--- src/rtl/input_pkg.sv ---
// -----------------------------------------------------------------------------
// input_pkg
// Shared definitions for the button input handlers.
//   - rep_state_t : per-channel auto-repeat state (IDLE / DELAY / REPEAT)
//   - DEF_*       : default timing constants used by input_repeat_bank
//   - acc_width() : width of the acceleration counter for a given ACCEL_AFTER
// -----------------------------------------------------------------------------
package input_pkg;

  typedef enum logic [1:0] {
    IDLE   = 2'd0,
    DELAY  = 2'd1,
    REPEAT = 2'd2
  } rep_state_t;

  localparam int DEF_INITIAL_DELAY = 20;
  localparam int DEF_REPEAT_RATE   = 3;
  localparam int DEF_DEBOUNCE      = 4;
  localparam int DEF_ACCEL_AFTER   = 8;
  localparam int DEF_FAST_RATE     = 1;

  // Enough bits to hold 0..accel_after; never narrower than one bit.
  function automatic int acc_width(input int accel_after);
    int w;
    if (accel_after <= 0) begin
      w = 1;
    end else begin
      w = $clog2(accel_after + 1);
    end
    return w;
  endfunction

endpackage

--- src/rtl/input_repeat_chan.sv ---
// -----------------------------------------------------------------------------
// input_repeat_chan
// One button channel: 2-flop synchroniser, optional debounce filter and the
// IDLE/DELAY/REPEAT auto-repeat state machine.
//
// Ports:
//   clk        : clock
//   rst_n      : asynchronous active-low reset
//   raw_signal : asynchronous button level, active high
//   repeat_en  : auto-repeat enable, sampled every cycle
//   signal     : one-cycle pulse on press and on every repeat (registered)
//   held       : filtered button level
//
// Build option: INPUT_REPEAT_DEBOUNCE_EN
//   defined   -> held follows the synchronised level only after DEBOUNCE
//                consecutive differing cycles
//   undefined -> held is the synchronised level itself, DEBOUNCE is ignored
// -----------------------------------------------------------------------------
module input_repeat_chan
  import input_pkg::*;
#(
  parameter int CNT_W         = 8,
  parameter int DEBOUNCE      = DEF_DEBOUNCE,
  parameter int INITIAL_DELAY = DEF_INITIAL_DELAY,
  parameter int REPEAT_RATE   = DEF_REPEAT_RATE,
  parameter int ACCEL_AFTER   = DEF_ACCEL_AFTER,
  parameter int FAST_RATE     = DEF_FAST_RATE
) (
  input  logic clk,
  input  logic rst_n,
  input  logic raw_signal,
  input  logic repeat_en,
  output logic signal,
  output logic held
);

  localparam int               ACC_W      = acc_width(ACCEL_AFTER);
  localparam logic [CNT_W-1:0] DELAY_LAST = CNT_W'(INITIAL_DELAY - 1);
  localparam logic [CNT_W-1:0] SLOW_LAST  = CNT_W'(REPEAT_RATE - 1);
  localparam logic [CNT_W-1:0] FAST_LAST  = CNT_W'(FAST_RATE - 1);
  localparam logic [ACC_W-1:0] ACC_MAX    = ACC_W'(ACCEL_AFTER);
  localparam bit               ACCEL_ON   = (ACCEL_AFTER != 0);

  // Reject parameter sets whose counters could not represent the timing.
  if (DEBOUNCE < 1 || DEBOUNCE > 255 ||
      INITIAL_DELAY < 1 || INITIAL_DELAY > (2**CNT_W - 1) ||
      REPEAT_RATE < 1 || REPEAT_RATE > (2**CNT_W - 1) ||
      FAST_RATE < 1 || FAST_RATE > REPEAT_RATE || ACCEL_AFTER < 0) begin : g_param_err
    $error("input_repeat_chan: illegal parameter combination");
  end

  logic             sync1_r;
  logic             sync2_r;
  logic             held_s;
  logic             held_d_r;
  rep_state_t       state_r;
  logic [CNT_W-1:0] cnt_r;
  logic [ACC_W-1:0] acc_r;
  logic             pulse_r;
  logic             rise_s;
  logic             fall_s;
  logic             fast_s;
  logic [CNT_W-1:0] rep_last_s;

  // Two-flop synchroniser for the asynchronous button pin.
  always_ff @(posedge clk or negedge rst_n) begin
    if (!rst_n) begin
      sync1_r <= 1'b0;
      sync2_r <= 1'b0;
    end else begin
      sync1_r <= raw_signal;
      sync2_r <= sync1_r;
    end
  end

`ifdef INPUT_REPEAT_DEBOUNCE_EN
  localparam logic [7:0] DB_LAST = 8'(DEBOUNCE - 1);

  logic [7:0] db_r;
  logic       held_r;

  // Debounce: the filtered level flips on the DEBOUNCE-th consecutive
  // cycle in which the synchronised level disagrees with it.
  always_ff @(posedge clk or negedge rst_n) begin
    if (!rst_n) begin
      db_r   <= 8'd0;
      held_r <= 1'b0;
    end else if (sync2_r != held_r) begin
      if (db_r == DB_LAST) begin
        held_r <= sync2_r;
        db_r   <= 8'd0;
      end else begin
        db_r <= db_r + 8'd1;
      end
    end else begin
      db_r <= 8'd0;
    end
  end

  assign held_s = held_r;
`else
  assign held_s = sync2_r;
`endif

  assign rise_s = held_s & ~held_d_r;
  assign fall_s = ~held_s & held_d_r;
  assign fast_s = ACCEL_ON && (acc_r >= ACC_MAX);

  // Last count value of the current repeat period.
  always_comb begin
    rep_last_s = SLOW_LAST;
    if (fast_s) begin
      rep_last_s = FAST_LAST;
    end else begin
      rep_last_s = SLOW_LAST;
    end
  end

  // Auto-repeat state machine. A falling edge of held takes priority over
  // everything so a repeat due in the release cycle is dropped.
  always_ff @(posedge clk or negedge rst_n) begin
    if (!rst_n) begin
      held_d_r <= 1'b0;
      state_r  <= IDLE;
      cnt_r    <= '0;
      acc_r    <= '0;
      pulse_r  <= 1'b0;
    end else begin
      held_d_r <= held_s;
      pulse_r  <= 1'b0;
      if (fall_s) begin
        state_r <= IDLE;
        cnt_r   <= '0;
        acc_r   <= '0;
      end else begin
        case (state_r)
          IDLE: begin
            if (rise_s) begin
              pulse_r <= 1'b1;
              cnt_r   <= '0;
              acc_r   <= '0;
              state_r <= DELAY;
            end else begin
              state_r <= IDLE;
            end
          end
          DELAY: begin
            if (cnt_r == DELAY_LAST) begin
              if (repeat_en) begin
                pulse_r <= 1'b1;
                cnt_r   <= '0;
                state_r <= REPEAT;
              end else begin
                cnt_r <= DELAY_LAST;
              end
            end else begin
              cnt_r <= cnt_r + CNT_W'(1);
            end
          end
          REPEAT: begin
            // >= keeps the count saturated even if the period shrinks.
            if (cnt_r >= rep_last_s) begin
              if (repeat_en) begin
                pulse_r <= 1'b1;
                cnt_r   <= '0;
                if (acc_r < ACC_MAX) begin
                  acc_r <= acc_r + ACC_W'(1);
                end else begin
                  acc_r <= acc_r;
                end
              end else begin
                cnt_r <= rep_last_s;
              end
            end else begin
              cnt_r <= cnt_r + CNT_W'(1);
            end
          end
          default: begin
            state_r <= IDLE;
            cnt_r   <= '0;
            acc_r   <= '0;
          end
        endcase
      end
    end
  end

  assign signal = pulse_r;
  assign held   = held_s;

endmodule

--- src/rtl/input_repeat_bank.sv ---
// -----------------------------------------------------------------------------
// input_repeat_bank
// N_CH independent button channels, each with synchroniser, debounce and
// auto-repeat with optional acceleration.
//
// Ports:
//   clk        : clock
//   rst_n      : asynchronous active-low reset
//   raw_signal : [N_CH] asynchronous button levels, active high
//   repeat_en  : [N_CH] per-channel auto-repeat enable
//   signal     : [N_CH] one-cycle press / repeat pulses
//   held       : [N_CH] filtered button levels
//
// Build option: INPUT_REPEAT_DEBOUNCE_EN enables the debounce filter in
// every channel; without it held is the synchronised level.
// -----------------------------------------------------------------------------
module input_repeat_bank
  import input_pkg::*;
#(
  parameter int N_CH          = 4,
  parameter int CNT_W         = 8,
  parameter int DEBOUNCE      = DEF_DEBOUNCE,
  parameter int INITIAL_DELAY = DEF_INITIAL_DELAY,
  parameter int REPEAT_RATE   = DEF_REPEAT_RATE,
  parameter int ACCEL_AFTER   = DEF_ACCEL_AFTER,
  parameter int FAST_RATE     = DEF_FAST_RATE
) (
  input  logic            clk,
  input  logic            rst_n,
  input  logic [N_CH-1:0] raw_signal,
  input  logic [N_CH-1:0] repeat_en,
  output logic [N_CH-1:0] signal,
  output logic [N_CH-1:0] held
);

  for (genvar g = 0; g < N_CH; g++) begin : g_chan
    input_repeat_chan #(
      .CNT_W        (CNT_W),
      .DEBOUNCE     (DEBOUNCE),
      .INITIAL_DELAY(INITIAL_DELAY),
      .REPEAT_RATE  (REPEAT_RATE),
      .ACCEL_AFTER  (ACCEL_AFTER),
      .FAST_RATE    (FAST_RATE)
    ) u_chan (
      .clk       (clk),
      .rst_n     (rst_n),
      .raw_signal(raw_signal[g]),
      .repeat_en (repeat_en[g]),
      .signal    (signal[g]),
      .held      (held[g])
    );
  end

endmodule

--- config.mk ---
export PLATFORM = sky130hd
export DESIGN_NAME = input_repeat_bank
export DESIGN_NICKNAME = d
export VERILOG_FILES = /design/src/rtl/input_pkg.sv /design/src/rtl/input_repeat_chan.sv /design/src/rtl/input_repeat_bank.sv
export SDC_FILE = /design/constraint.sdc
export NUM_CORES = 1
export LEC_CHECK = 0
export CAP_MARGIN = 20
export CORE_MARGIN = 2
export CORE_UTILIZATION = 55
export DETAILED_ROUTE_END_ITERATION = 6
export GPL_TIMING_DRIVEN = 1
export HOLD_SLACK_MARGIN = 0.05
export PLACE_DENSITY = 0.84
export SETUP_SLACK_MARGIN = 0.4
export SLEW_MARGIN = 0
export SYNTH_ARGS = -nofsm -noshare
export SYNTH_HDL_FRONTEND = slang
export SYNTH_SLANG_ARGS = --single-unit
--- constraint.sdc ---
create_clock -name clk -period 1.8 [get_ports clk]
set_input_delay 0.36 -clock clk [delete_from_list [all_inputs] [get_ports clk]]
set_output_delay 0.36 -clock clk [all_outputs]
set_load 0.02 [all_outputs]
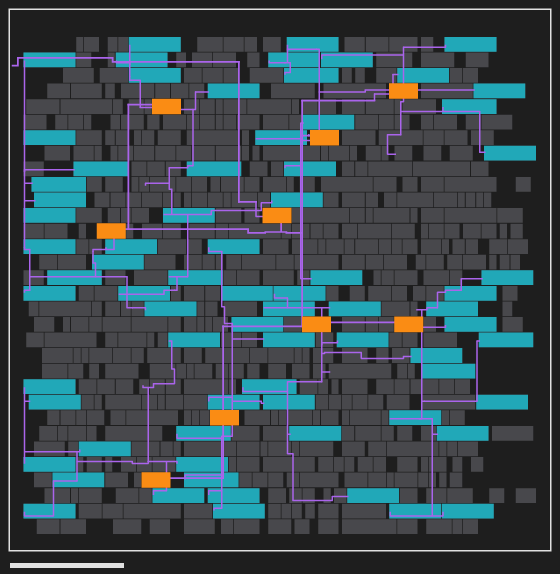
(run_1/clock_wires.png)
Scale bar: 20 um.
[purple] clock wires | length: 1,040 um
[cyan] flip-flops | count: 72
[orange] clock-net drivers | count: 9
flops lie: all over the die
routed clock nets: 10

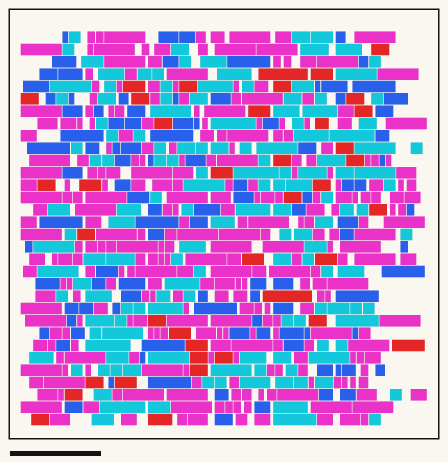
(run_1/sizing.png)
Scale bar: 20 um.
[red] x6 and larger | cells: 39 | share: 6.7%
[magenta] x1 and smaller | cells: 293 | share: 51%
[cyan] x3 and x4 | cells: 144 | share: 25%
[blue] x2 | cells: 103 | share: 18%
worst setup margin: -0.231 ns
Layout area overhead: 48.4%
buffers outside the clock class: 105

==> results.yml, run 1 <==
# synthesis and place-and-route metrics
finish:
  largest_cell_class: "logic gates"
  comb_share: 0.515
  final-clk-cell-share: 0.0330
  n_antenna_cell: 0
  comb_area_mm2: 0.00344
  drive_above_1_share: 0.494
  mostFrequentLayoutCells: "buf_4, dfrtp_1, inv_1"
  top_register: "g_chan.u_chan.cnt_r"
  final_nets: 616
  fill_cells: 360
  bufAreaShareNonClock: 0.138
floorplanning:
  die_area_mm2: 0.00891
  tap_cells: 102
status:
  outcome: "finished with violations"
  violations: "setup timing"
timing:
  relSlewSlack: 0.718
  fin_tns_setup_ns: -1.10
  timing.final.crit_period_ns: 2.03
  setup_viol: 18
  setup_ws_ns: -0.231
  clock_skew_ns: 0.00862
pwr:
  power_frac_clock: 0.207
  intPower_uw: 4140
  p_seq_frac: 0.265
  pwr-share-comb: 0.528
  power.total_uw: 7190
setup_path:
  cp_slowest_stage_delay_ns: 0.43
  cp-end-kind: "flop"
  reg2reg_from: "g_chan[3].u_chan.cnt_r[1]$_DFFE_PN0P_"
  path_class: "flop to flop"
  r2r_cells: 7
clock_tree:
  clk_latency_ns: 0.37
  cts_tree: "done"
  ctsHoldBuffers: 1
  cts_max_level: 3
global_route:
  grt_pass1_vias: 4311
yosys:
  flop_cell: "dfrtp_1"
  synth_stat.cells: 473
  yosysTopAreaCellShare: 0.401
  yosysMostFrequentCell: "dfrtp_1"
  synth_area_per_cell_um2: 9.50
  synth_area_mm2: 0.00449
  common_cells: "dfrtp_1, inv_1, ha_1, nand2_1, nand3_1"
  netlist_instances: 473
  syn_nets: 515
  edf_count: 0
  yosysWarnings: 0
drt:
  via_count: 4567
  drt_iter0_markers: 409
  drcViolationCount: 0
  wire_per_inst_um: 22.9
placed_design:
  port_buffers: 17
min_path:
  hold_depth: 0
  hold-path-endpoint: "g_chan[1].u_chan.held$_DFF_PN0_"
  hold_path.class: "flop to flop"
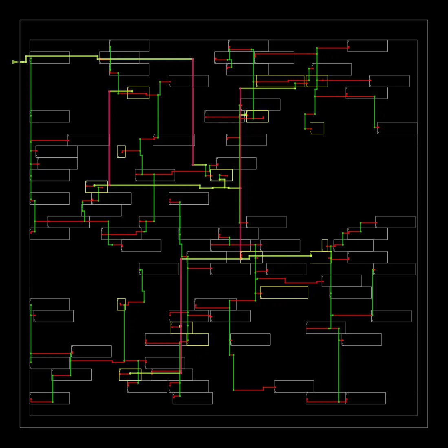
(run_1/clock_nets.png)
clock buffers: 11
clk sinks: 72

## run 1: power by group through the flow
stage / clock (uW) / combinational, uW / sequential (uW)
3_3_place_gp: 0 / 2370 / 1900
6_report: 1490 / 3790 / 1910
4_1_cts: 1470 / 2930 / 1890
5_1_grt: 1570 / 4010 / 1920
3_5_place_dp: 0 / 2460 / 1910
2_1_floorplan: 0 / 1890 / 1890
## run 1: cells by family after synthesis
logic type,Yosys count
multiplexers,10
buffers and inverters,54
adder cells (fa/ha/maj),32
XOR/XNOR,4
AND-OR/OR-AND,126
AND/OR/NAND/NOR,175
flip-flops,72
## run 1: per-layer routing
metal	global-route usage	up-vias	wire, um	part of all wire
met4	0.117	0	843	0.054
met3	0.0503	90	913	0.059
met2	0.529	264	8090	0.52
met1	0.358	2255	5760	0.37
li1	-	1958	-	-
met5	0	-	0	0
==> run_1/m4.png <==
Supply wires on this layer in grey.
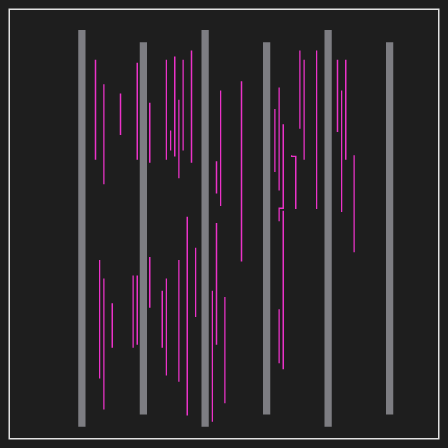

==> run 2, diff against run 1 <==
--- a/config.mk
+++ b/config.mk
@@ -12,7 +12,6 @@
 export GPL_TIMING_DRIVEN = 1
 export HOLD_SLACK_MARGIN = 0.05
 export PLACE_DENSITY = 0.84
-export SETUP_SLACK_MARGIN = 0.4
 export SLEW_MARGIN = 0
 export SYNTH_ARGS = -nofsm -noshare
 export SYNTH_HDL_FRONTEND = slang
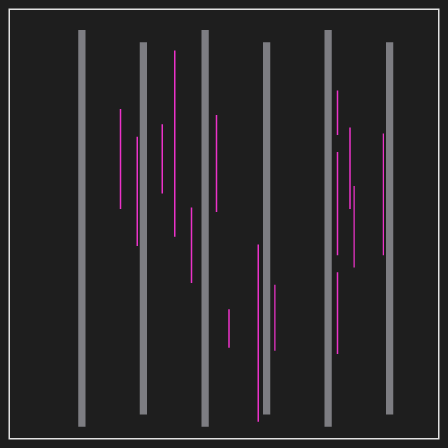
(run_2/m4.png)
Supply wires on this layer in grey.
longest straight run: 40.8 um
main direction: vertical
share of all routed wire: 2.8%

==> results.yml, run 2 <==
# synthesis and place-and-route metrics
clock_tree:
  cts_tree: "done"
  cts_sinks: 72
  clk_latency_ns: 0.35
finish:
  final_nets: 578
  bufAreaShareNonClock: 0.101
  n_antenna_cell: 0
  largest_cell_class: "logic gates"
  clockBufferCount: 13
  fill_cells: 528
  buffers_excl_clock: 67
  comb_area_mm2: 0.00277
  comb_share: 0.494
  drive_above_1_share: 0.274
  final-clk-cell-share: 0.0355
status:
  outcome: "finished with violations"
  violations: "setup timing"
drt:
  met1Wirelength_um: 4630
  wl_met2_um: 5850
  drcViolationCount: 0
  wire_per_inst_um: 17.5
  via_count: 4033
  top_layer: "met4"
yosys:
  synth_stat.cells: 473
  edf_count: 0
  yosysMostFrequentCell: "dfrtp_1"
  synth_area_per_cell_um2: 9.50
  flop_cell: "dfrtp_1"
  netlist_instances: 473
  common_cells: "dfrtp_1, inv_1, ha_1, nand2_1, nand3_1"
  syn_nets: 515
  synth_area_mm2: 0.00449
global_route:
  use_met2: 0.446
  grt_pass1_vias: 3984
  top_usage_layer: "met2"
  grtUsageMet3: 0.0567
timing:
  setup_viol: 4
  relSlewSlack: 0.716
  setup_ws_ns: -0.0533
  timing.final.crit_period_ns: 1.85
  fin_tns_setup_ns: -0.125
  clock_skew_ns: 0.0112
pwr:
  intPower_uw: 3530
  p_seq_frac: 0.320
  pwr-share-comb: 0.456
  power.total_uw: 5880
setup_path:
  r2r_cells: 7
  cp_slowest_stage_delay_ns: 0.37
  reg2reg_from: "g_chan[2].u_chan.acc_r[3]$_DFFE_PN0P_"
floorplanning:
  die_area_mm2: 0.00891
  tap_cells: 102
placed_design:
  port_buffers: 17
min_path:
  hold-path-endpoint: "g_chan[0].u_chan.held$_DFF_PN0_"
  hold_path.class: "flop to flop"
==> run 2: cell types whose count changed in the layout (fill, tap and decap cells not counted), sizes merged <==
cell / previous run / this run
clkbuf: 12 / 13
clkdlybuf4s50: 8 / 13
bufinv: 2 / 1
dlygate4sd2: 0 / 2
clkdlybuf4s15: 3 / 0
inv: 40 / 39
dlymetal6s2s: 0 / 1
buf: 92 / 50
==> run 2: power groups by stage <==
stage	logic [uW]	clock network (uW)	registers, uW
floorplan	1620	0	1880
global placement	2180	0	1890
detailed placement	2280	0	1910
CTS	2350	1340	1880
global route	2900	1430	1900
finish	2680	1310	1880
==> run 2: repair_timing <==
item                                    in CTS  in global routing
pin swaps                                    5                 18
hold buffers                                 1                  0
gates resized                               23                 58
endpoints found under the setup margin      26                 39
setup buffers                                0                  3
hold endpoints to repair                    30                  0
Power figures rest on the tool's default switching activity, not on a simulated workload.
